===== config.mk =====
export PLATFORM = sky130hd
export DESIGN_NAME = text_render_flat
export DESIGN_NICKNAME = d
export VERILOG_FILES = /design/src/rtl/text_render_if.sv /design/src/rtl/text_render.sv /design/src/flat_wrapper.sv
export SDC_FILE = /design/constraint.sdc
export NUM_CORES = 1
export LEC_CHECK = 0
export CAP_MARGIN = 30
export CELL_PAD_IN_SITES_DETAIL_PLACEMENT = 1
export CELL_PAD_IN_SITES_GLOBAL_PLACEMENT = 2
export CORE_MARGIN = 2
export CORE_UTILIZATION = 34
export DETAILED_ROUTE_END_ITERATION = 16
export GPL_TIMING_DRIVEN = 0
export PLACE_DENSITY = 0.87
export SYNTH_ARGS = -nofsm -noshare
export SYNTH_HDL_FRONTEND = slang
export SYNTH_SLANG_ARGS = --single-unit

===== constraint.sdc =====
create_clock -name clk -period 3.5 [get_ports clk]
set_clock_uncertainty 0.15 [all_clocks]
set_input_delay 0.7 -clock clk [delete_from_list [all_inputs] [get_ports clk]]
set_output_delay 0.7 -clock clk [all_outputs]
set_load 0.03 [all_outputs]

===== src/rtl/text_render_if.sv =====
// Video text path bus: frame/line strobes, memory read ports, cursor and pixel.
interface text_render_if;
    localparam int unsigned ADDR_W = 11;
    localparam int unsigned DATA_W = 8;
    localparam int unsigned PIX_W  = 12;

    logic              newframe;
    logic              newline;
    logic              advance;
    logic [ADDR_W-1:0] vram_addr;
    logic [DATA_W-1:0] vram_data;
    logic [ADDR_W-1:0] font_addr;
    logic [DATA_W-1:0] font_data;
    logic [ADDR_W-1:0] cursor_addr;
    logic              cursor_en;
    logic [PIX_W-1:0]  pixel;

    // Timing generator and memories side
    modport master (
        output newframe, newline, advance, vram_data, font_data, cursor_addr, cursor_en,
        input  vram_addr, font_addr, pixel
    );

    // Character generator side
    modport slave (
        input  newframe, newline, advance, vram_data, font_data, cursor_addr, cursor_en,
        output vram_addr, font_addr, pixel
    );
endinterface


===== src/rtl/text_render.sv =====
// Text-mode character generator: walks a 64x30 cell grid in videoram, expands
// each cell through an 8x16 font ROM and emits one RGB444 pixel per advance.
module text_render #(
    parameter logic [11:0] FG_COLOR = 12'hFFF,
    parameter logic [11:0] BG_COLOR = 12'h000,
    parameter int unsigned COLS     = 64,
    parameter int unsigned ROWS     = 30
) (
    input  logic          clk,
    input  logic          reset,
    text_render_if.slave  bus
);
    localparam int unsigned ROW_W   = 5;
    localparam int unsigned COL_W   = 7;
    localparam int unsigned SCAN_W  = 4;
    localparam int unsigned CNT_W   = 4;
    localparam int unsigned BLINK_W = 5;
    localparam int unsigned ADDR_W  = 11;

    localparam logic [COL_W-1:0] COLS_L = COL_W'(COLS);
    localparam logic [ROW_W-1:0] ROWS_L = ROW_W'(ROWS);

    typedef enum logic [1:0] {
        S_IDLE,
        S_FETCH_CHAR,
        S_FONT,
        S_LOAD
    } state_t;

    state_t              r_state,       w_state_nxt;
    logic [ROW_W-1:0]    r_row,         w_row_nxt;
    logic [SCAN_W-1:0]   r_scan,        w_scan_nxt;
    logic [COL_W-1:0]    r_col,         w_col_nxt;
    logic                r_first_line,  w_first_nxt;
    logic [BLINK_W-1:0]  r_blink,       w_blink_nxt;
    logic [7:0]          r_shift,       w_shift_nxt;
    logic [CNT_W-1:0]    r_cnt,         w_cnt_nxt;
    logic [7:0]          r_buf,         w_buf_nxt;
    logic                r_buf_valid,   w_buf_valid_nxt;
    logic                r_fetch_req,   w_req_nxt;
    logic                r_inv,         w_inv_nxt;
    logic [ADDR_W-1:0]   r_vram_addr,   w_vram_addr_nxt;
    logic [ADDR_W-1:0]   r_font_addr,   w_font_addr_nxt;
    logic [11:0]         r_pixel,       w_pixel_nxt;

    logic                w_can_fetch;
    logic                w_cursor_hit;
    logic [7:0]          w_glyph;
    logic                w_load;
    logic                w_first;
    logic [ROW_W-1:0]    w_row_base;
    logic [SCAN_W-1:0]   w_scan_base;
    logic [7:0]          w_shift_adv;
    logic [CNT_W-1:0]    w_cnt_adv;

    assign bus.vram_addr = r_vram_addr;
    assign bus.pixel     = r_pixel;
    // Font address follows vram_data directly in FONT so the glyph row is back in LOAD
    assign bus.font_addr = (r_state == S_FONT) ? {bus.vram_data[6:0], r_scan} : r_font_addr;

    // Cursor overlay on the bottom two scanlines of the cursor cell while blink is high
    assign w_cursor_hit = bus.cursor_en && ({r_row, r_col[5:0]} == bus.cursor_addr)
                          && r_blink[4] && (r_scan >= 4'd14);
    assign w_glyph      = bus.font_data ^ {8{r_inv}} ^ {8{w_cursor_hit}};
    assign w_can_fetch  = (r_col != COLS_L) && (r_row < ROWS_L);

    // State register
    always_ff @(posedge clk or posedge reset) begin
        if (reset) begin
            r_state      <= S_IDLE;
            r_row        <= '0;
            r_scan       <= '0;
            r_col        <= '0;
            r_first_line <= 1'b1;
            r_blink      <= '0;
            r_shift      <= '0;
            r_cnt        <= '0;
            r_buf        <= '0;
            r_buf_valid  <= 1'b0;
            r_fetch_req  <= 1'b0;
            r_inv        <= 1'b0;
            r_vram_addr  <= '0;
            r_font_addr  <= '0;
            r_pixel      <= BG_COLOR;
        end else begin
            r_state      <= w_state_nxt;
            r_row        <= w_row_nxt;
            r_scan       <= w_scan_nxt;
            r_col        <= w_col_nxt;
            r_first_line <= w_first_nxt;
            r_blink      <= w_blink_nxt;
            r_shift      <= w_shift_nxt;
            r_cnt        <= w_cnt_nxt;
            r_buf        <= w_buf_nxt;
            r_buf_valid  <= w_buf_valid_nxt;
            r_fetch_req  <= w_req_nxt;
            r_inv        <= w_inv_nxt;
            r_vram_addr  <= w_vram_addr_nxt;
            r_font_addr  <= w_font_addr_nxt;
            r_pixel      <= w_pixel_nxt;
        end
    end

    // Next-state: frame/line bookkeeping, fetch FSM, shifter and pixel decode
    always_comb begin
        w_state_nxt     = r_state;
        w_col_nxt       = r_col;
        w_blink_nxt     = r_blink;
        w_shift_nxt     = r_shift;
        w_cnt_nxt       = r_cnt;
        w_buf_nxt       = r_buf;
        w_buf_valid_nxt = r_buf_valid;
        w_req_nxt       = r_fetch_req;
        w_inv_nxt       = r_inv;
        w_vram_addr_nxt = r_vram_addr;
        w_font_addr_nxt = r_font_addr;
        w_load          = 1'b0;
        w_row_base      = r_row;
        w_scan_base     = r_scan;
        w_first         = r_first_line;
        w_shift_adv     = r_shift;
        w_cnt_adv       = r_cnt;

        // Frame start is applied before any same-cycle newline
        if (bus.newframe) begin
            w_row_base  = '0;
            w_scan_base = '0;
            w_first     = 1'b1;
            w_blink_nxt = r_blink + 1'b1;
        end
        w_row_nxt   = w_row_base;
        w_scan_nxt  = w_scan_base;
        w_first_nxt = w_first;

        // Cell fetch: videoram read, font read, glyph load
        case (r_state)
            S_IDLE: begin
                if (r_fetch_req && w_can_fetch) begin
                    w_state_nxt     = S_FETCH_CHAR;
                    w_vram_addr_nxt = {r_row, r_col[5:0]};
                    w_req_nxt       = 1'b0;
                end
            end
            S_FETCH_CHAR: begin
                w_state_nxt = S_FONT;
            end
            S_FONT: begin
                w_inv_nxt       = bus.vram_data[7];
                w_font_addr_nxt = {bus.vram_data[6:0], r_scan};
                w_state_nxt     = S_LOAD;
            end
            S_LOAD: begin
                w_load      = 1'b1;
                w_col_nxt   = r_col + 1'b1;
                w_state_nxt = S_IDLE;
            end
            default: w_state_nxt = S_IDLE;
        endcase

        // Advance consumes one pixel; an advance on an empty shifter is ignored
        if (bus.advance && (r_cnt != '0)) begin
            w_shift_adv = {r_shift[6:0], 1'b0};
            w_cnt_adv   = r_cnt - 1'b1;
        end
        w_shift_nxt = w_shift_adv;
        w_cnt_nxt   = w_cnt_adv;

        // Refill an empty shifter from the buffer, or straight from LOAD when the buffer is empty
        if (w_cnt_adv == '0 && r_buf_valid) begin
            w_shift_nxt     = r_buf;
            w_cnt_nxt       = 4'd8;
            w_buf_valid_nxt = 1'b0;
            w_req_nxt       = 1'b1;
            if (w_load) begin
                w_buf_nxt       = w_glyph;
                w_buf_valid_nxt = 1'b1;
            end
        end else if (w_cnt_adv == '0 && w_load) begin
            w_shift_nxt = w_glyph;
            w_cnt_nxt   = 4'd8;
            w_req_nxt   = 1'b1;
        end else if (w_load) begin
            w_buf_nxt       = w_glyph;
            w_buf_valid_nxt = 1'b1;
        end

        // Newline restarts the line and wins over a same-cycle advance or fetch
        if (bus.newline) begin
            if (!w_first) begin
                w_scan_nxt = w_scan_base + 1'b1;
                if (w_scan_base == 4'd15 && w_row_base < ROWS_L) begin
                    w_row_nxt = w_row_base + 1'b1;
                end
            end
            w_first_nxt     = 1'b0;
            w_col_nxt       = '0;
            w_buf_valid_nxt = 1'b0;
            w_cnt_nxt       = '0;
            w_req_nxt       = 1'b0;
            if (w_row_nxt < ROWS_L) begin
                w_state_nxt     = S_FETCH_CHAR;
                w_vram_addr_nxt = {w_row_nxt, 6'd0};
            end else begin
                w_state_nxt = S_IDLE;
            end
        end

        // Pixel reflects the next shifter head so there is no advance-to-pixel lag
        if ((w_cnt_nxt != '0) && w_shift_nxt[7] && (w_row_nxt < ROWS_L) && (w_col_nxt <= COLS_L)) begin
            w_pixel_nxt = FG_COLOR;
        end else begin
            w_pixel_nxt = BG_COLOR;
        end
    end
endmodule


===== src/flat_wrapper.sv =====
// flat-port wrapper written by rule: the top's interface ports become plain ports
module text_render_flat 
#(
    parameter logic [11:0] FG_COLOR = 12'hFFF,
    parameter logic [11:0] BG_COLOR = 12'h000,
    parameter int unsigned COLS     = 64,
    parameter int unsigned ROWS     = 30
)
  (clk, reset, bus_newframe, bus_newline, bus_advance, bus_vram_data, bus_font_data, bus_cursor_addr, bus_cursor_en, bus_vram_addr, bus_font_addr, bus_pixel);
  text_render_if bus_i ();
  input  logic clk;
  input  logic reset;
  input wire logic [$bits(bus_i.newframe)-1:0] bus_newframe;
  input wire logic [$bits(bus_i.newline)-1:0] bus_newline;
  input wire logic [$bits(bus_i.advance)-1:0] bus_advance;
  input wire logic [$bits(bus_i.vram_data)-1:0] bus_vram_data;
  input wire logic [$bits(bus_i.font_data)-1:0] bus_font_data;
  input wire logic [$bits(bus_i.cursor_addr)-1:0] bus_cursor_addr;
  input wire logic [$bits(bus_i.cursor_en)-1:0] bus_cursor_en;
  output wire logic [$bits(bus_i.vram_addr)-1:0] bus_vram_addr;
  output wire logic [$bits(bus_i.font_addr)-1:0] bus_font_addr;
  output wire logic [$bits(bus_i.pixel)-1:0] bus_pixel;
  assign bus_i.newframe = bus_newframe;
  assign bus_i.newline = bus_newline;
  assign bus_i.advance = bus_advance;
  assign bus_i.vram_data = bus_vram_data;
  assign bus_i.font_data = bus_font_data;
  assign bus_i.cursor_addr = bus_cursor_addr;
  assign bus_i.cursor_en = bus_cursor_en;
  assign bus_vram_addr = bus_i.vram_addr;
  assign bus_font_addr = bus_i.font_addr;
  assign bus_pixel = bus_i.pixel;
  text_render #(.FG_COLOR(FG_COLOR), .BG_COLOR(BG_COLOR), .COLS(COLS), .ROWS(ROWS)) u_core (.clk(clk), .reset(reset), .bus(bus_i));
endmodule

Figure 1. The metal 3 layer.
The bar under the picture is 20 microns long.
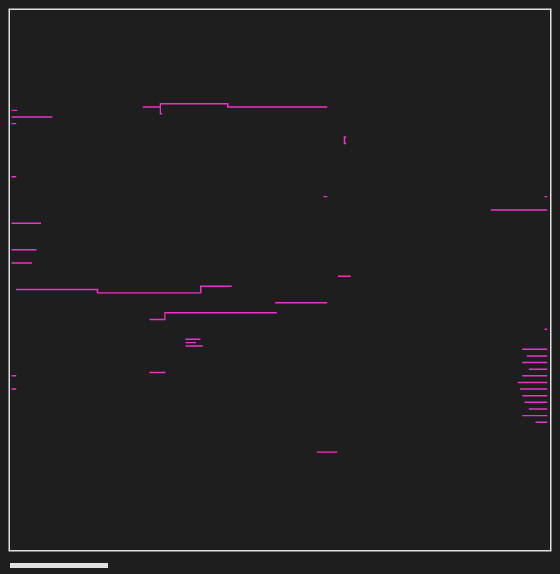
main direction = horizontal
share of all routed wire = 2.4%

Figure 2. Placement by cell class.
Fill, decap, tap and diode cells in gray.
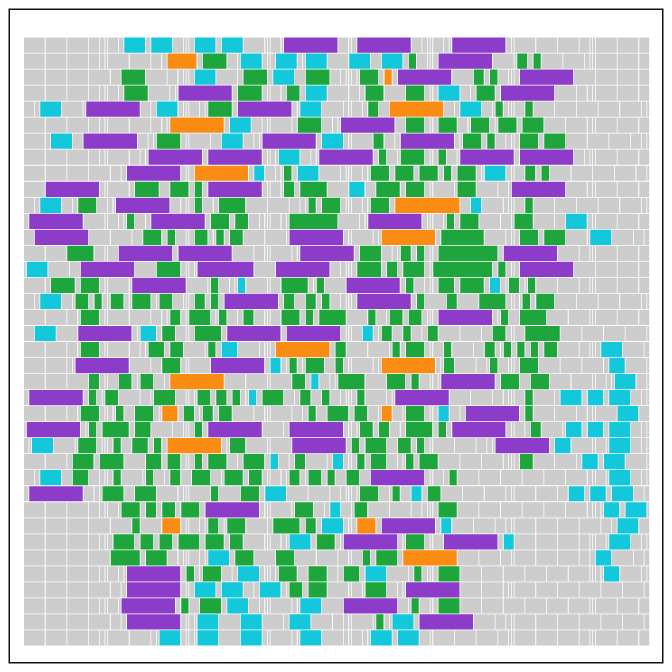
other buffers and delay cells -> cyan  # cells 95
combinational and other logic -> green  # cells 271
clock drivers and dummy loads -> orange  # cells 16
flops -> purple  # cells 70

Figure 3. The clock network.
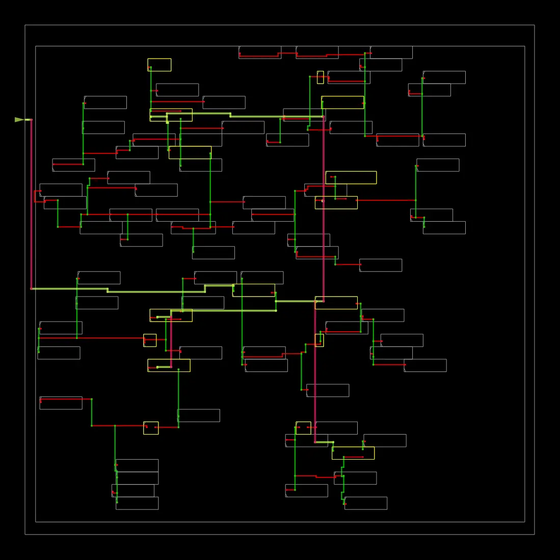
# clock sinks: 70
power attributed to the clock group: 920 uW
Num CTS Buffers: 9
CLK BUF: 11
insertion delay to the later sink of the worst-skew pair: 340 ps

Figure 4. Wiring heat map.
The bar under the picture is 20 microns long. 22 x 22 tiles, from dark blue (low) to red (high), scaled to the fullest tile. Values are wire area over tile area, all layers added.
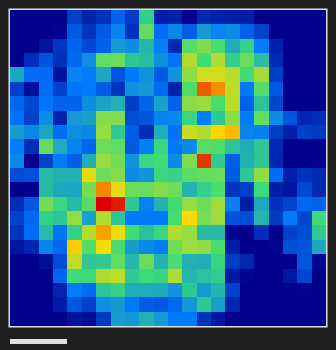
emptiest ninth of the die = bottom right
fullest tile = 0.44
tiles over half the peak = 20%

Figure 5. The metal 1 layer.
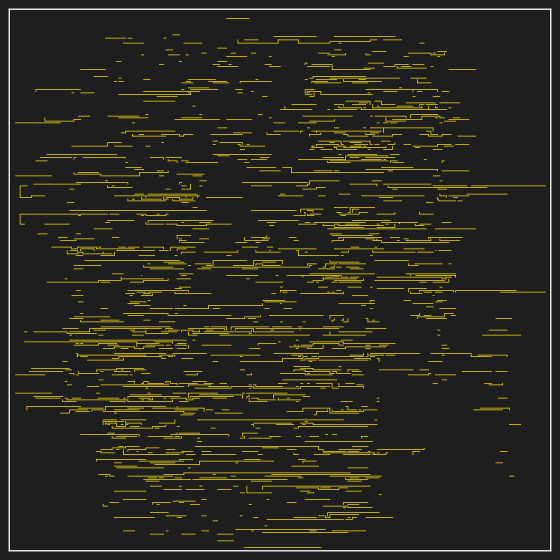
longest straight run = 34.0 microns
main direction = horizontal
share of all routed wire = 44%

-- per-stage QoR --
step	cell area [sq um]	setup TNS, ps	setup WS (ps)	hold slack (ps)
6_report	5030	0	147	316
3_5_place_dp	4710	-9720	-830	311
5_1_grt	5030	-12.9	-12.9	353
4_1_cts	5010	0	3.50	320
2_1_floorplan	3870	0	503	288
3_3_place_gp	4700	-37720	-804	303
-- kinds of logic after synthesis --
family | share of synthesized area
and+or+nand+nor | 0.151
muxes | 0.0986
buffers and inverters | 0.0566
AOI/OAI and AO/OA | 0.120
adders and majority gates | 0.0291
xor gates and xnor gates | 0.0918
DFF | 0.453
-- repair_timing --
action	4_1_cts	5_1_grt
setup endpoints to repair	15	21
hold endpoints to repair	0	0
hold buffers	0	0
pin swaps	0	0
resized	4	10
==> run notes <==
The most used flip-flop cell was dfrtp_1. Per the repair_timing log after CTS, setup buffers inserted total 0. The floorplan has 38 rows.

The path type of the worst min-delay path is reg -> reg. The number of antenna diodes in the final layout is 0. The number of placed instances, taps included, is 577. Per the detail_route log, met2 wirelength is 5.18 mm. In this run the mean area of a mapped cell was 10.4 sq um.

With the maximum achievable frequency at 0.298 GHz, the global-route wire length before repair is 16.8 mm. Looking at hold timing, the worst path starts from u_core.r_blink[4]$_DFFE_PP0P_. The tools report the net count after synthesis as 413. Entering global routing, the biggest net connects 71 pins. The largest single stage delay on the critical path is 470 ps. The run gives 3870 sq um for the synthesis area per yosys. The final cell utilization of the core is 0.458.

Via count of the first global-routing pass: 3283. In this run the remaining antenna-violating nets after routing total 0. TritonCTS built the clock tree. In the layout the tool counted multi-input logic cells amounting to 258.

The run gives 7.23 mm as the detailed-placement wirelength estimate. The logic depth of the worst register-to-register path was 8. The slowest cell on the critical path is clkdlybuf4s50_1. The cell count of the worst hold path works out to 1. With the summed instance area of the synthesized netlist at 3870 sq um, the routed length on met1 is 4.39 mm.

The placeable core area was 11000 sq um. Summing all multi-input logic gate instances after layout gives 1910 sq um. The average vias per placed instance is 5.11.

The run finished with clean final reports. Signal nets in the final route climb as high as met4. In the Yosys report the total cell count is 371.

The run gives 0 as the number of warning messages in the yosys log. For reference, the critical path cell chain is clkdlybuf4s50_1, clkbuf_4, clkbuf_4, nor2b_1, ha_1, and4bb_2, nand3_2, or2_2, mux2i_2, o21a_2, o22ai_1. With the clock network fraction of design power at 0.237, the area of the die is 12200 sq um.
No activity file was given, so power comes from the tool's default toggle rates.
